Design dmem_scan_arbiter, sky130hd; sources not shown.
### Routed clock nets over the placement, run 1

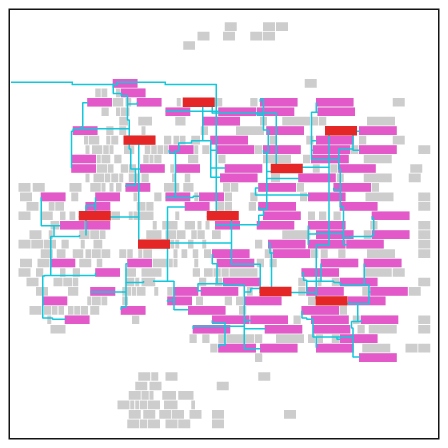
[cyan] clock wires | length: 1,090 um
[red] clock drivers | count: 9
[magenta] flip-flops | count: 90
routed clock nets: 10
Power Clock: 444 uW
Clk network pwr share: 0.391
worst-skew pair later-pin latency: 340 ps
Clock Skews: 6.630 ps

### Congestion heat map, run 1

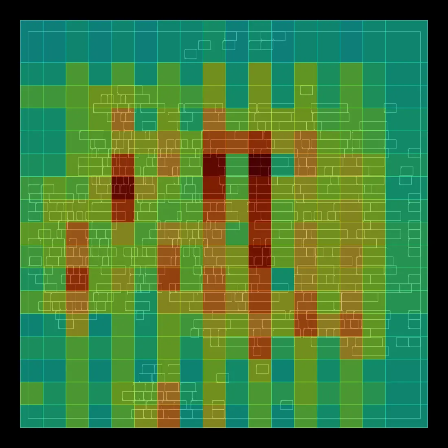
routing usage on met3: 0.03736
routed len/inst: 15.35 um
met1 global-route usage: 0.1550

### Where the registers sit, run 1

Other sequential cells in the stronger gray, the rest of the logic in the fainter gray.
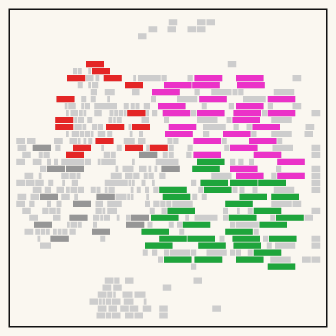
[red] div | sequential cells: 16
[green] cbuf | sequential cells: 32
[magenta] nbuf | sequential cells: 28
Flop area: 2402 sq um
Seq. pwr: 574 uW
post-layout util: 0.3801
fraction of area in registers: 0.4553

==> results.json, run 1 <==
{
  "rsz0062_at_grt": "false",
  "setup_tns_ps": 0,
  "edf_count": 60,
  "peakVddDrop_mv": 0.1086,
  "numCtsBuffers": 9,
  "synth_cell_types": 37,
  "core-area_sq_um": 13880,
  "ys_ff": 90,
  "drive_above_1_share": 0.1103,
  "antenna_found_initial": 0,
  "yosys-top-cells-area": "edfxtp_1 42%, dfxtp_1 14%, and2_1 9.1%",
  "r2r_setup_slack_ps": 4320,
  "num_vias": 2816,
  "cp_cell_sequence": "clkdlybuf4s50_1 > nor3b_1 > nor2_1 > mux2_2 > clkdlybuf4s50_1",
  "mostFrequentLayoutCell": "clkdlybuf4s50_1",
  "outcome": "complete, no violations",
  "cp-start-kind": "primary input",
  "holdPathStages": 1,
  "num_antenna_cells": 0,
  "die_w_um": 123.1,
  "overflow": 0,
  "gp_congestion": 0.8005,
  "yosysTopAreaCell": "edfxtp_1",
  "netlist_instances": 351,
  "fp_nets": 385,
  "drtAntennaViolNets": 0,
  "p_per_area_nw_per_um2": 214.9,
  "crit_path_max_incr_delay_ps": 1130,
  "drtIter0Drc": 179,
  "ios": 84,
  "ys.flop_type": "edfxtp_1",
  "fp_util": 0.3066,
  "cts-resized-gates": 0,
  "yosys_cells": 351,
  "dp_hpwl_um": 6153,
  "row_count": 43,
  "hold_class": "reg2reg"
}
-- run 1: area by class of cell --
| type | instances | area, sq um |
|---|---|---|
| Clock buffer | 9 | 225.2 |
| Clock inverter | 7 | 52.55 |
| Fill cell | 1374 | 8605 |
| Inverter | 12 | 45.04 |
| Multi-Input combinational cell | 219 | 1625 |
| Sequential cell | 90 | 2402 |
| Tap cell | 180 | 225.2 |
| Timing Repair Buffer | 71 | 700.7 |
-- run 1: report_power, final --
group | internal, mW | switching, mW
logic | 0.0314 | 0.0849
registers | 0.570 | 0.00428
clock network | 0.240 | 0.204
total | 0.841 | 0.293
-- run 1: cells by family (layout without fill, tap and decap cells) --
logic type | Yosys count | count (layout) | share of synthesized area
compound gates | 33 | 33 | 0.04852
fa+ha+maj | 6 | 6 | 0.01764
mux | 17 | 17 | 0.08468
buf+inv | 42 | 99 | 0.05528
xor+xnor | 11 | 11 | 0.02264
simple gates | 152 | 152 | 0.2067
flops | 90 | 90 | 0.5645
-- run 1: metal layers --
metal	wire length, um	GRT usage	up-vias
met1	4127	0.1550	1377
met4	38	0.03906	0
met5	0	0	-
met2	4388	0.2110	74
li1	-	-	1363
met3	470	0.03736	2
-- run 1: per-stage QoR --
stage / util / power, mW / std cells / cell area, sq um
5_1_grt: 0.3801 / 1.169 / 588 / 5276
3_5_place_dp: 0.3601 / 0.7029 / 572 / 4999
4_1_cts: 0.3801 / 1.147 / 588 / 5276
3_3_place_gp: 0.3601 / 0.7019 / 572 / 4999
2_1_floorplan: - / 0.6879 / 351 / 4255
6_report: 0.3801 / 1.134 / 588 / 5276
-- run 1: worst max-delay path, delay by kind of cell --
family / cells / cell delay [ps]
buf+inv: 2 / 1640
mux: 1 / 250
simple gates: 2 / 680
### Placed cells, one color a class, run 1

Scale bar: 20 um.
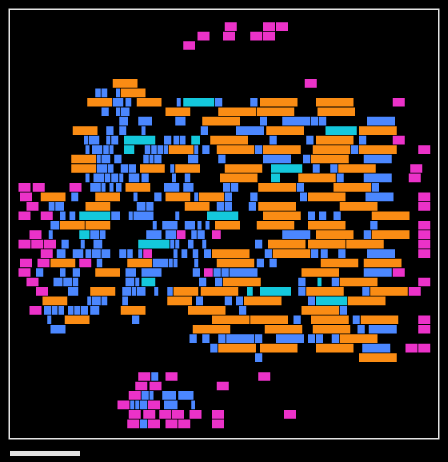

==> run 1 -> run 2 <==
==> constraint.sdc (replaced) <==
create_clock -name clk -period 5.68 [get_ports clk]
set_input_delay 1.136 -clock clk [delete_from_list [all_inputs] [get_ports clk]]
set_output_delay 1.136 -clock clk [all_outputs]
set_load 0.1 [all_outputs]
### Placed cells, one color a class, run 2

Scale bar: 20 um.
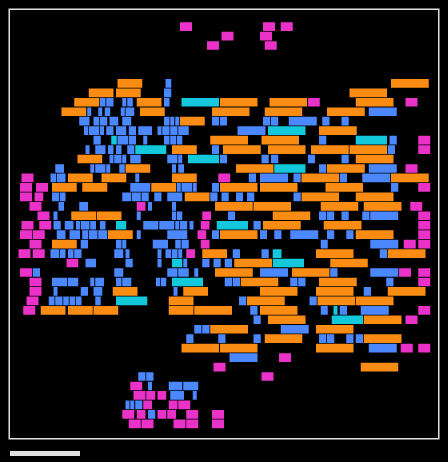
[blue] combinational and other logic | cells: 231
[cyan] clock drivers and dummy loads | cells: 16
[orange] flops | cells: 90
[magenta] other buffers and delay cells | cells: 74
design area: 5323 sq um
core area: 13,880 sq um
row cnt: 43

### Routed clock nets over the placement, run 2

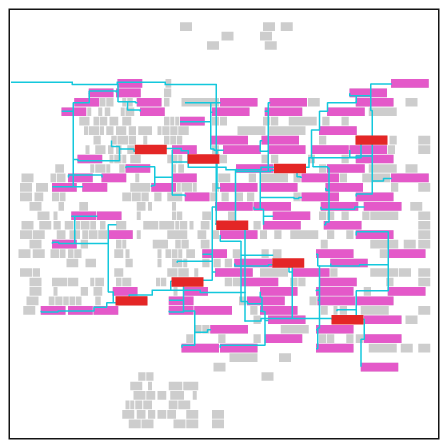
[cyan] clock wires | length: 1,140 um
[magenta] flip-flops | count: 90
[red] clock drivers | count: 9
routed clock nets: 10
Clk network pwr share: 0.425
Clock Skews: 8.422 ps
Power Clock: 637 uW

==> run 2 against run 1 <==
Net effect:
- synthesized cell count unchanged
- critical path depth decreased by 1
- register-to-register slack lost 1400 ps
- setup slack lost 540 ps
- total power up 32%
- first-iteration DRC count rose by 33%
- flip-flop count unchanged
- combinational power grew 25%
- final area increased by 0.88%
- core utilization up 0.33 points
- worst hold slack improved by 2.4 ps
- cell count rose by 0.51%
- critical path type unchanged
- highest routed layer unchanged
==> results.json, run 2 <==
{
  "rsz0062_at_grt": "false",
  "drtAntennaViolNets": 0,
  "antenna_found_initial": 0,
  "seqPwrFrac": 0.479,
  "num_vias": 2810,
  "gp_congestion": 0.8251,
  "fp_util": 0.3066,
  "ys_ff": 90,
  "insertion_delay_ps": 340,
  "yosys-top-cells-area": "edfxtp_1 42%, dfxtp_1 14%, and2_1 9.1%",
  "ios": 84,
  "outcome": "complete, no violations",
  "die_w_um": 123.1,
  "worstSetupPathDepth": 4,
  "internal_power_mw": 1.138,
  "cp_cell_sequence": "clkdlybuf4s50_1 > or3b_2 > and3_1 > clkdlybuf4s50_1",
  "critPathBufInv": 2,
  "fp_nets": 385,
  "setup_tns_ps": 0,
  "drive_above_1_share": 0.1338,
  "wl_per_cell_um": 15.71
}
-- run 2: area by class of cell --
type | instances | share of cell area
multi-input combinational | 219 | 0.3054
clock buffer | 10 | 0.04302
tap | 180 | 0.04231
timing repair buffer | 74 | 0.1326
clock inverter | 6 | 0.01693
sequential | 90 | 0.4513
inverter | 12 | 0.008463
-- run 2: power by group through the flow --
stage / Sequential (mW) / Clock (mW) / Combinational, mW
floorplan: 0.730 / 0 / 0.130
global placement: 0.731 / 0 / 0.145
detailed placement: 0.732 / 0 / 0.146
CTS: 0.718 / 0.647 / 0.147
global route: 0.719 / 0.672 / 0.152
finish: 0.718 / 0.637 / 0.145
-- run 2: cell families after synthesis --
kind of cell | share of synthesized area
AOI/OAI and AO/OA | 0.04852
xor gates and xnor gates | 0.02264
adders and majority gates | 0.01764
buffers and inverters | 0.05528
DFF | 0.5645
muxes | 0.08468
and+or+nand+nor | 0.2067
-- run 2: per-layer routing --
metal | vias to the layer above | GRT usage | share of wire
met5 | - | 0 | 0
met4 | 0 | 0.03693 | 0.0089
met3 | 7 | 0.04013 | 0.049
met2 | 72 | 0.2137 | 0.49
met1 | 1360 | 0.1657 | 0.45
li1 | 1371 | - | -
-- run 2: through the flow --
step	hold slack, ps	util	worst slack (ps)
after global placement	440.9	0.3605	1169
after global routing	498.0	0.3835	1063
after detailed placement	451.1	0.3605	1151
after CTS	465.8	0.3835	1139
final	464.3	0.3835	1139
after floorplan	429.9	-	1739
Power figures rest on the tool's default switching activity, not on a simulated workload.
